**src/rtl/riscv_pkg.sv**
```systemverilog
// riscv_pkg: shared branch encodings, PC-unit FSM states and reset/trap vectors
package riscv_pkg;
  localparam logic [2:0] F3_BEQ  = 3'b000;
  localparam logic [2:0] F3_BNE  = 3'b001;
  localparam logic [2:0] F3_BLT  = 3'b100;
  localparam logic [2:0] F3_BGE  = 3'b101;
  localparam logic [2:0] F3_BLTU = 3'b110;
  localparam logic [2:0] F3_BGEU = 3'b111;
  localparam logic [31:0] RESET_PC_DEF = 32'h0000_0000;
  localparam logic [31:0] TRAP_VEC_DEF = 32'h0000_0100;
  typedef enum logic [1:0] {RUN, FLUSH, TRAP} pc_state_t;
endpackage

```
**src/rtl/branch_taken_sel.sv**
```systemverilog
// branch_taken_sel: picks the comparator flag named by funct3; other flags are ignored
module branch_taken_sel
  import riscv_pkg::*;
(
  input  logic [2:0] funct3,
  input  logic       BrEq,
  input  logic       Bne,
  input  logic       BrLT,
  input  logic       Bge,
  input  logic       Bltu,
  input  logic       Bgeu,
  output logic       taken
);
  // funct3 010/011 are not branch encodings and fall through to not-taken
  always_comb begin
    taken = funct3 == F3_BEQ  ? BrEq :
            funct3 == F3_BNE  ? Bne  :
            funct3 == F3_BLT  ? BrLT :
            funct3 == F3_BGE  ? Bge  :
            funct3 == F3_BLTU ? Bltu :
            funct3 == F3_BGEU ? Bgeu : 1'b0;
  end
endmodule

```
**src/rtl/branch_pc_unit.sv**
```systemverilog
// branch_pc_unit: fetch PC sequencer with branch/jump redirect, flush window and misaligned-target trap
module branch_pc_unit
  import riscv_pkg::*;
#(
  parameter logic [31:0] RESET_PC     = RESET_PC_DEF,
  parameter logic [31:0] TRAP_VEC     = TRAP_VEC_DEF,
  parameter int          FLUSH_CYCLES = 2
) (
  input  logic        clk,
  input  logic        rst,
  input  logic        stall,
  input  logic        br_valid,
  input  logic        jal,
  input  logic        jalr,
  input  logic [2:0]  funct3,
  input  logic        BrEq,
  input  logic        Bne,
  input  logic        BrLT,
  input  logic        Bge,
  input  logic        Bltu,
  input  logic        Bgeu,
  input  logic [31:0] ex_pc,
  input  logic [31:0] imm,
  input  logic [31:0] rs1,
  output logic [31:0] pc,
  output logic [31:0] pc_plus4,
  output logic        PCSel,
  output logic        flush,
  output logic        misalign,
  output logic [15:0] redirect_cnt
);
  localparam logic [2:0] FLUSH_LAST = 3'(FLUSH_CYCLES - 1);
  pc_state_t   state_q;
  logic [31:0] pc_q;
  logic [2:0]  fcnt_q;
  logic [15:0] cnt_q;
  logic        pcsel_q, flush_q, misalign_q;
  logic        taken, redir;
  logic [31:0] jalr_sum, target;
  branch_taken_sel u_sel (
    .funct3(funct3),
    .BrEq  (BrEq),
    .Bne   (Bne),
    .BrLT  (BrLT),
    .Bge   (Bge),
    .Bltu  (Bltu),
    .Bgeu  (Bgeu),
    .taken (taken)
  );
  // jalr wins over jal, jal over a taken branch; JALR drops bit 0 of its sum
  always_comb begin
    jalr_sum = rs1 + imm;
    redir    = jalr | jal | (br_valid & taken);
    target   = jalr ? {jalr_sum[31:1], 1'b0} : ex_pc + imm;
  end
  // RUN advances or redirects; TRAP is a one-cycle misalign pulse; FLUSH kills IF/ID for FLUSH_CYCLES
  always_ff @(posedge clk) begin
    if (rst) begin
      state_q    <= RUN;
      pc_q       <= RESET_PC;
      fcnt_q     <= '0;
      cnt_q      <= '0;
      pcsel_q    <= 1'b0;
      flush_q    <= 1'b0;
      misalign_q <= 1'b0;
    end else if (stall) begin
      pcsel_q    <= 1'b0;
      misalign_q <= 1'b0;
    end else begin
      pcsel_q    <= 1'b0;
      misalign_q <= 1'b0;
      case (state_q)
        RUN: begin
          if (!redir) begin
            pc_q <= pc_q + 32'd4;
          end else if (target[1]) begin
            pc_q       <= TRAP_VEC;
            pcsel_q    <= 1'b1;
            misalign_q <= 1'b1;
            state_q    <= TRAP;
          end else begin
            pc_q    <= target;
            pcsel_q <= 1'b1;
            flush_q <= 1'b1;
            fcnt_q  <= FLUSH_LAST;
            cnt_q   <= cnt_q + 16'd1;
            state_q <= FLUSH;
          end
        end
        TRAP: begin
          pc_q    <= pc_q + 32'd4;
          flush_q <= 1'b1;
          fcnt_q  <= FLUSH_LAST;
          state_q <= FLUSH;
        end
        default: begin
          pc_q <= pc_q + 32'd4;
          if (fcnt_q == 3'd0) begin
            flush_q <= 1'b0;
            state_q <= RUN;
          end else begin
            fcnt_q <= fcnt_q - 3'd1;
          end
        end
      endcase
    end
  end
  assign pc           = pc_q;
  assign pc_plus4     = pc_q + 32'd4;
  assign PCSel        = pcsel_q;
  assign flush        = flush_q;
  assign misalign     = misalign_q;
  assign redirect_cnt = cnt_q;
endmodule

```
**config.mk**
```make
export PLATFORM = sky130hd
export DESIGN_NAME = branch_pc_unit
export DESIGN_NICKNAME = d
export VERILOG_FILES = /design/src/rtl/riscv_pkg.sv /design/src/rtl/branch_taken_sel.sv /design/src/rtl/branch_pc_unit.sv
export SDC_FILE = /design/constraint.sdc
export NUM_CORES = 1
export LEC_CHECK = 0
export ABC_AREA = 0
export CORE_AREA = 2 2 114 116
export CTS_BUF_LIST = sky130_fd_sc_hd__clkbuf_16
export DETAILED_ROUTE_END_ITERATION = 8
export DIE_AREA = 0 0 116 118
export PLACE_DENSITY = 0.83
export SLEW_MARGIN = 20
export SYNTH_ARGS = -nofsm -noshare
export SYNTH_HDL_FRONTEND = slang
export SYNTH_SLANG_ARGS = --single-unit
```
**constraint.sdc**
```tcl
create_clock -name clk -period 8.37 [get_ports clk]
set_input_delay 2.0925 -clock clk [delete_from_list [all_inputs] [get_ports clk]]
set_output_delay 2.0925 -clock clk [all_outputs]
set_load 0.02 [all_outputs]
```
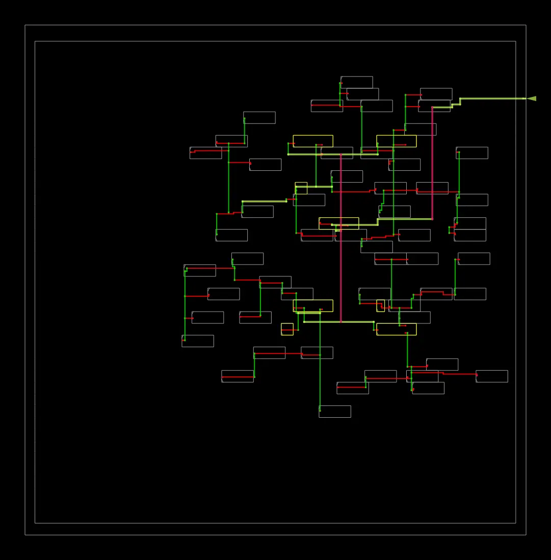
Figure 1: run 1, the clock network.
CTS buffer count: 5
clock group power: 0.000212 W
layout clock buffer count: 5

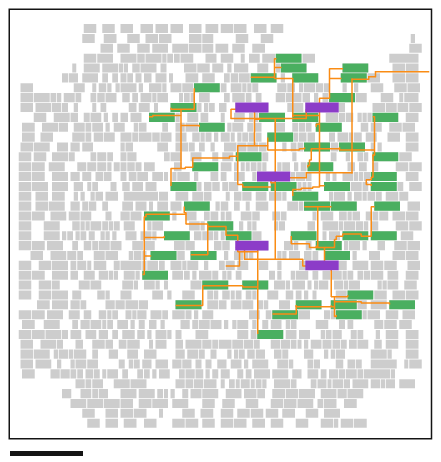
Figure 2: run 1, routed clock nets over the placement.
Bar = 20 µm.
[orange] clock wires | length: 701 µm
[green] flip-flops | count: 55
[purple] clock-net drivers | count: 5
routed clock nets: 6
clock skew: 0.00450 ns
Insertion Delay late pin: 0.30 ns
Clock power frac: 0.200

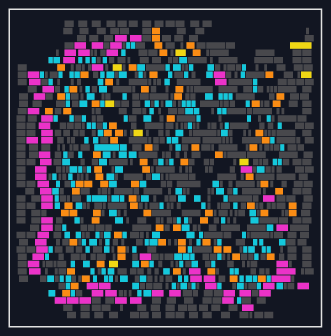
Figure 3: run 1, gate-type map.
| colour | family | cells |
|---|---|---|
| magenta | fa/ha/maj cells | 67 |
| yellow | mux cells | 8 |
| orange | xor and xnor cells | 86 |
| cyan | aoi and oai cells | 213 |
Comb/total area: 0.586
Top cell excl fill/tap: clkdlybuf4s50_1
Finished Layout Cells: 1198

==> run 1: sequential cells by signal, summed over array words and instances (netlist names) <==
name	cells
fcnt_q	3
state_q	2
misalign	1
pc	31
redirect_cnt	16
PCSel	1
flush	1
==> run 1: worst max-delay path: stages <==
cell and delay [ns]:
clkdlybuf4s50_1 0.51, ha_1 0.21, inv_1 0.07, fa_1 0.51, nor2b_1 0.49, or2_2 0.23
nand3_1 0.21, nor2_1 0.47, nand4_1 0.34, nor2_1 0.27, nand4_1 0.13, xor2_1 0.15
nor2_1 0.05
==> run 1: layer usage <==
metal	vias to the layer above	part of all wire	global-route usage
met1	3250	0.43	0.383
li1	3498	-	-
met2	360	0.45	0.444
met3	38	0.090	0.0489
met5	-	0	0
met4	0	0.025	0.0848
==> results.py, run 1 <==
# Generated from Yosys and OpenROAD reports
metrics = {
    "synth": {
        "simple_gate_area_frac": 0.228,
        "synth_adder_area_share": 0.135,
        "ys_cells": 854,
        "yosys_warnings": 0,
        "edf_count": 0,
        "post-synth-top-count-cell": "nand2_1",
        "common_cells": "nand2_1 (87), nor2_1 (79), a21oi_1 (78)",
        "ys_top_logic_family": "AND-OR/OR-AND gates",
        "flop_cell": "dfxtp_1",
        "top_cell_area_share": 0.174,
    },
    "final_timing": {
        "final-hold-violation-count": 0,
        "slew_viol_final": 0,
        "setup-violations-final": 0,
    },
    "setup_path": {
        "end_kind": "flip-flop",
        "r2r-start": "pc[4]$_SDFFE_PP0N_",
        "worstSetupPathType": "input port to flip-flop",
        "worstPathRequired_ns": 8.52,
        "ff2ff_setup_slack_ns": 5.39,
        "critPathMaxFanout": 8,
    },
    "placed_design": {
        "pre_cts_ws_ns": 2.51,
        "io_buffers": 191,
    },
    "worst_hold_path": {
        "whs_path_depth": 2,
        "holdPathEnd": "flush$_SDFFE_PP0P_",
    },
    "power": {
        "switching_share": 0.399,
        "p_sw_w": 0.000422,
        "seq_power_share": 0.286,
        "intPower_w": 0.000636,
        "comb-power_w": 0.000543,
        "maxPowerGroup": "combinational cells",
    },
    "layout": {
        "flop_area_mm2": 0.00110,
        "nonClkBufAreaFrac": 0.227,
        "postLayoutCoreUtil": 0.684,
        "clock_cell_area_share": 0.0171,
        "seq_share": 0.130,
        "final_cell_mix": "clkdlybuf4s50_1 (190), nand2_1 (87), nor2_1 (79)",
        "seq_cells": 55,
        "fill_cells": 1080,
    },
    "global_routing": {
        "grt_pass1_wl_mm": 31.6,
        "antenna_found_initial": 0,
        "grt_overflow": 0,
    },
    "clock_tree": {
        "cts.sinks": 55,
        "htreeDepth": 2,
        "max-clock-path-buffers": 2,
        "cts-resized-gates": 0,
    },
    "job": {
        "maxCapViolCount": 0,
    },
    "floorplanning": {
        "io_pins": 194,
        "fp_util": 0.510,
    },
    "drt": {
        "avgRoutedWirePerCell_um": 16.6,
    },
    "outcome": {
        "status": "finished clean",
    },
}
==> run 2, diff against run 1 <==
--- a/config.mk
+++ b/config.mk
@@ -6,11 +6,11 @@
 export NUM_CORES = 1
 export LEC_CHECK = 0
 export ABC_AREA = 0
-export CORE_AREA = 2 2 114 116
+export CORE_AREA = 2 2 123 125
 export CTS_BUF_LIST = sky130_fd_sc_hd__clkbuf_16
 export DETAILED_ROUTE_END_ITERATION = 8
-export DIE_AREA = 0 0 116 118
-export PLACE_DENSITY = 0.83
+export DIE_AREA = 0 0 125 127
+export PLACE_DENSITY = 0.75
 export SLEW_MARGIN = 20
 export SYNTH_ARGS = -nofsm -noshare
 export SYNTH_HDL_FRONTEND = slang
==> constraint.sdc (replaced) <==
create_clock -name clk -period 4.9 [get_ports clk]
set_input_delay 1.225 -clock clk [delete_from_list [all_inputs] [get_ports clk]]
set_output_delay 1.225 -clock clk [all_outputs]
set_load 0.02 [all_outputs]
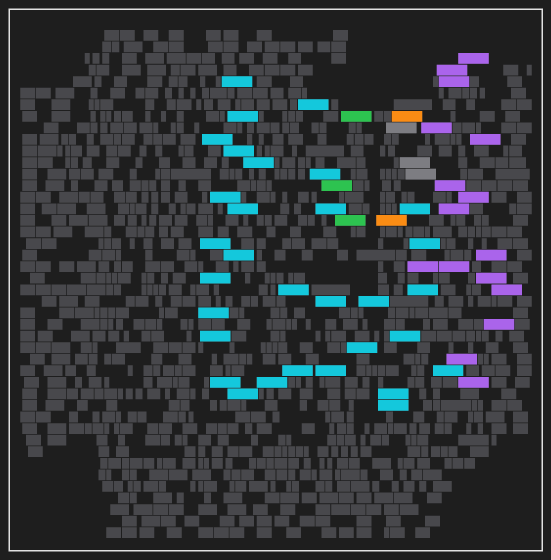
Figure 4: run 2, sequential cells coloured by netlist name.
Other sequential cells in the stronger grey, the rest of the logic in the fainter grey.
| colour | netlist name | placed flops |
|---|---|---|
| green | `fcnt_q` | 3 |
| orange | `state_q` | 2 |
| purple | `redirect_cnt` | 16 |
| cyan | `pc` | 31 |
not coloured: 3

==> results.py, run 2 <==
# Generated from Yosys and OpenROAD reports
metrics = {
    "outcome": {
        "status": "finished clean",
    },
    "synth": {
        "ys_top_logic_family": "AND-OR/OR-AND gates",
        "top_cell_area_share": 0.174,
        "simple_gate_area_frac": 0.228,
        "flop_cell": "dfxtp_1",
        "synth.area.mux_share": 0.0150,
        "ys_ff": 55,
        "synth_area_mm2": 0.00633,
        "post-synth-top-count-cell": "nand2_1",
        "common_cells": "nand2_1 (87), nor2_1 (79), a21oi_1 (78)",
        "yosys-top-cells-area": "dfxtp_1 (17%), ha_1 (13%), xnor2_1 (7.5%)",
        "edf_count": 0,
        "yosysTopAreaCell": "dfxtp_1",
        "synth_adder_area_share": 0.135,
        "ys_cells": 854,
        "synthArstFlopShare": 0,
        "yosys_warnings": 0,
    },
    "setup_path": {
        "cp_top_family": "AND-OR/OR-AND gates",
        "end_kind": "flip-flop",
        "critPathMaxFanout": 6,
        "worstSetupPathType": "input port to flip-flop",
        "crit_cells": 13,
        "critPathMaxStageDelay_ns": 0.51,
        "worstPathRequired_ns": 5.08,
        "cp-start-kind": "input port",
        "worstPathArrival_ns": 4.59,
        "critPathBufInv": 2,
        "r2r-start": "pc[6]$_SDFFE_PP0N_",
        "path_cells": "clkdlybuf4s50_1 -> ha_1 -> a21o_1 -> a211o_1 -> or4_1 -> a31oi_1 -> o41ai_2 -> buf_4 -> and2_4 -> a221oi_4 -> o21ai_1 -> mux2i_1 -> o31a_1",
        "ff2ff_setup_slack_ns": 2.13,
        "crit_path_top_delay_cell": "or4_1",
    },
    "layout": {
        "largest_reg_flops": 31,
        "postLayoutCellArea_mm2": 0.00859,
        "syn2layout_area_growth_pct": 35.7,
        "postLayoutCoreUtil": 0.595,
        "seq_share": 0.128,
        "mostFrequentLayoutCell": "clkdlybuf4s50_1",
        "fill_cells": 1387,
        "clkbuf_count": 5,
        "comb_cells": 735,
        "comb_share": 0.579,
        "flop_area_mm2": 0.00110,
        "buffers": 207,
        "final_cell_count_no_fill": 1221,
        "final_cell_mix": "clkdlybuf4s50_1 (190), nand2_1 (87), nor2_1 (79)",
        "drive_gt1_frac": 0.0376,
        "nonClkBufAreaFrac": 0.236,
        "clock_cell_area_share": 0.0150,
    },
    "global_routing": {
        "busiest_layer": "met2",
        "gr-usage-met3": 0.0306,
        "use_met1": 0.341,
        "grt_pass1_wl_mm": 32.6,
        "grtUsageMet2": 0.408,
        "grt_overflow": 0,
        "antenna_found_initial": 0,
    },
    "clock_tree": {
        "cts-resized-gates": 0,
        "root_buffer": "clkbuf_16",
        "htreeDepth": 2,
        "max-clock-path-buffers": 2,
        "numCtsBuffers": 5,
    },
    "floorplanning": {
        "fp_util": 0.439,
        "io_pins": 194,
    },
    "placed_design": {
        "io_buffers": 191,
        "placedCellCount": 1215,
        "pre_cts_ws_ns": 0.216,
    },
    "power": {
        "intPower_w": 0.00109,
        "p_leak_nw": 3.36,
        "switching_share": 0.390,
        "maxPowerGroup": "combinational cells",
        "p_per_area_mw_per_mm2": 209,
        "comb-power_w": 0.000944,
        "p_sw_w": 0.000700,
        "seq_power_share": 0.288,
        "pwr-share-clk": 0.185,
    },
    "drt": {
        "wl_met2_mm": 9.10,
        "wl_met3_mm": 1.40,
        "drt-met1-wl_mm": 9.45,
        "avgRoutedWirePerCell_um": 16.6,
        "dr.max_layer_used": "met4",
    },
    "job": {
        "maxCapViolCount": 0,
    },
    "final_timing": {
        "setup_tns_ns": 0,
        "worst_hold_slack_ns": 0.470,
        "setup-violations-final": 0,
        "final-hold-violation-count": 0,
        "tightest_slew_ns": 1.12,
        "timing.fmax_mhz": 227,
        "slew_viol_final": 0,
    },
}
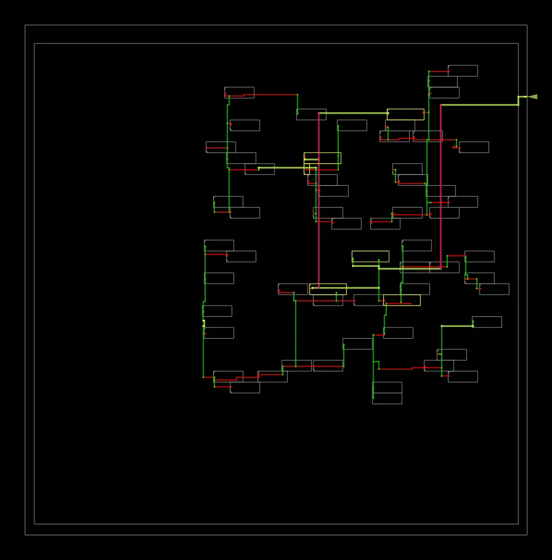
Figure 5: run 2, the clock network.
clk sinks: 55
clock group power: 0.000332 W
clock skew: 0.00617 ns
Seq Cell Count: 55
Insertion Delay late pin: 0.29 ns

run 2: cell counts after synthesis:
Identical to the previous run, type by type.
run 2: worst min path at each step:
stage | endpoint | slack, ns | cells past startpoint
2_1_floorplan | fcnt_q[2]$_SDFFE_PP0P_ | 0.47 | 2
3_3_place_gp | flush$_SDFFE_PP0P_ | 0.46 | 2
3_5_place_dp | flush$_SDFFE_PP0P_ | 0.47 | 2
4_1_cts | flush$_SDFFE_PP0P_ | 0.48 | 2
5_1_grt | flush$_SDFFE_PP0P_ | 0.51 | 2
6_report | flush$_SDFFE_PP0P_ | 0.47 | 2
run 2: cells by family after synthesis:
kind of cell / after synthesis
AND-OR/OR-AND: 272
XOR/XNOR: 86
adder cells (fa/ha/maj): 67
buffers and inverters: 65
flip-flops: 55
multiplexers: 8
other: 1
AND/OR/NAND/NOR: 300
Power is estimated from default activity; no workload was simulated.
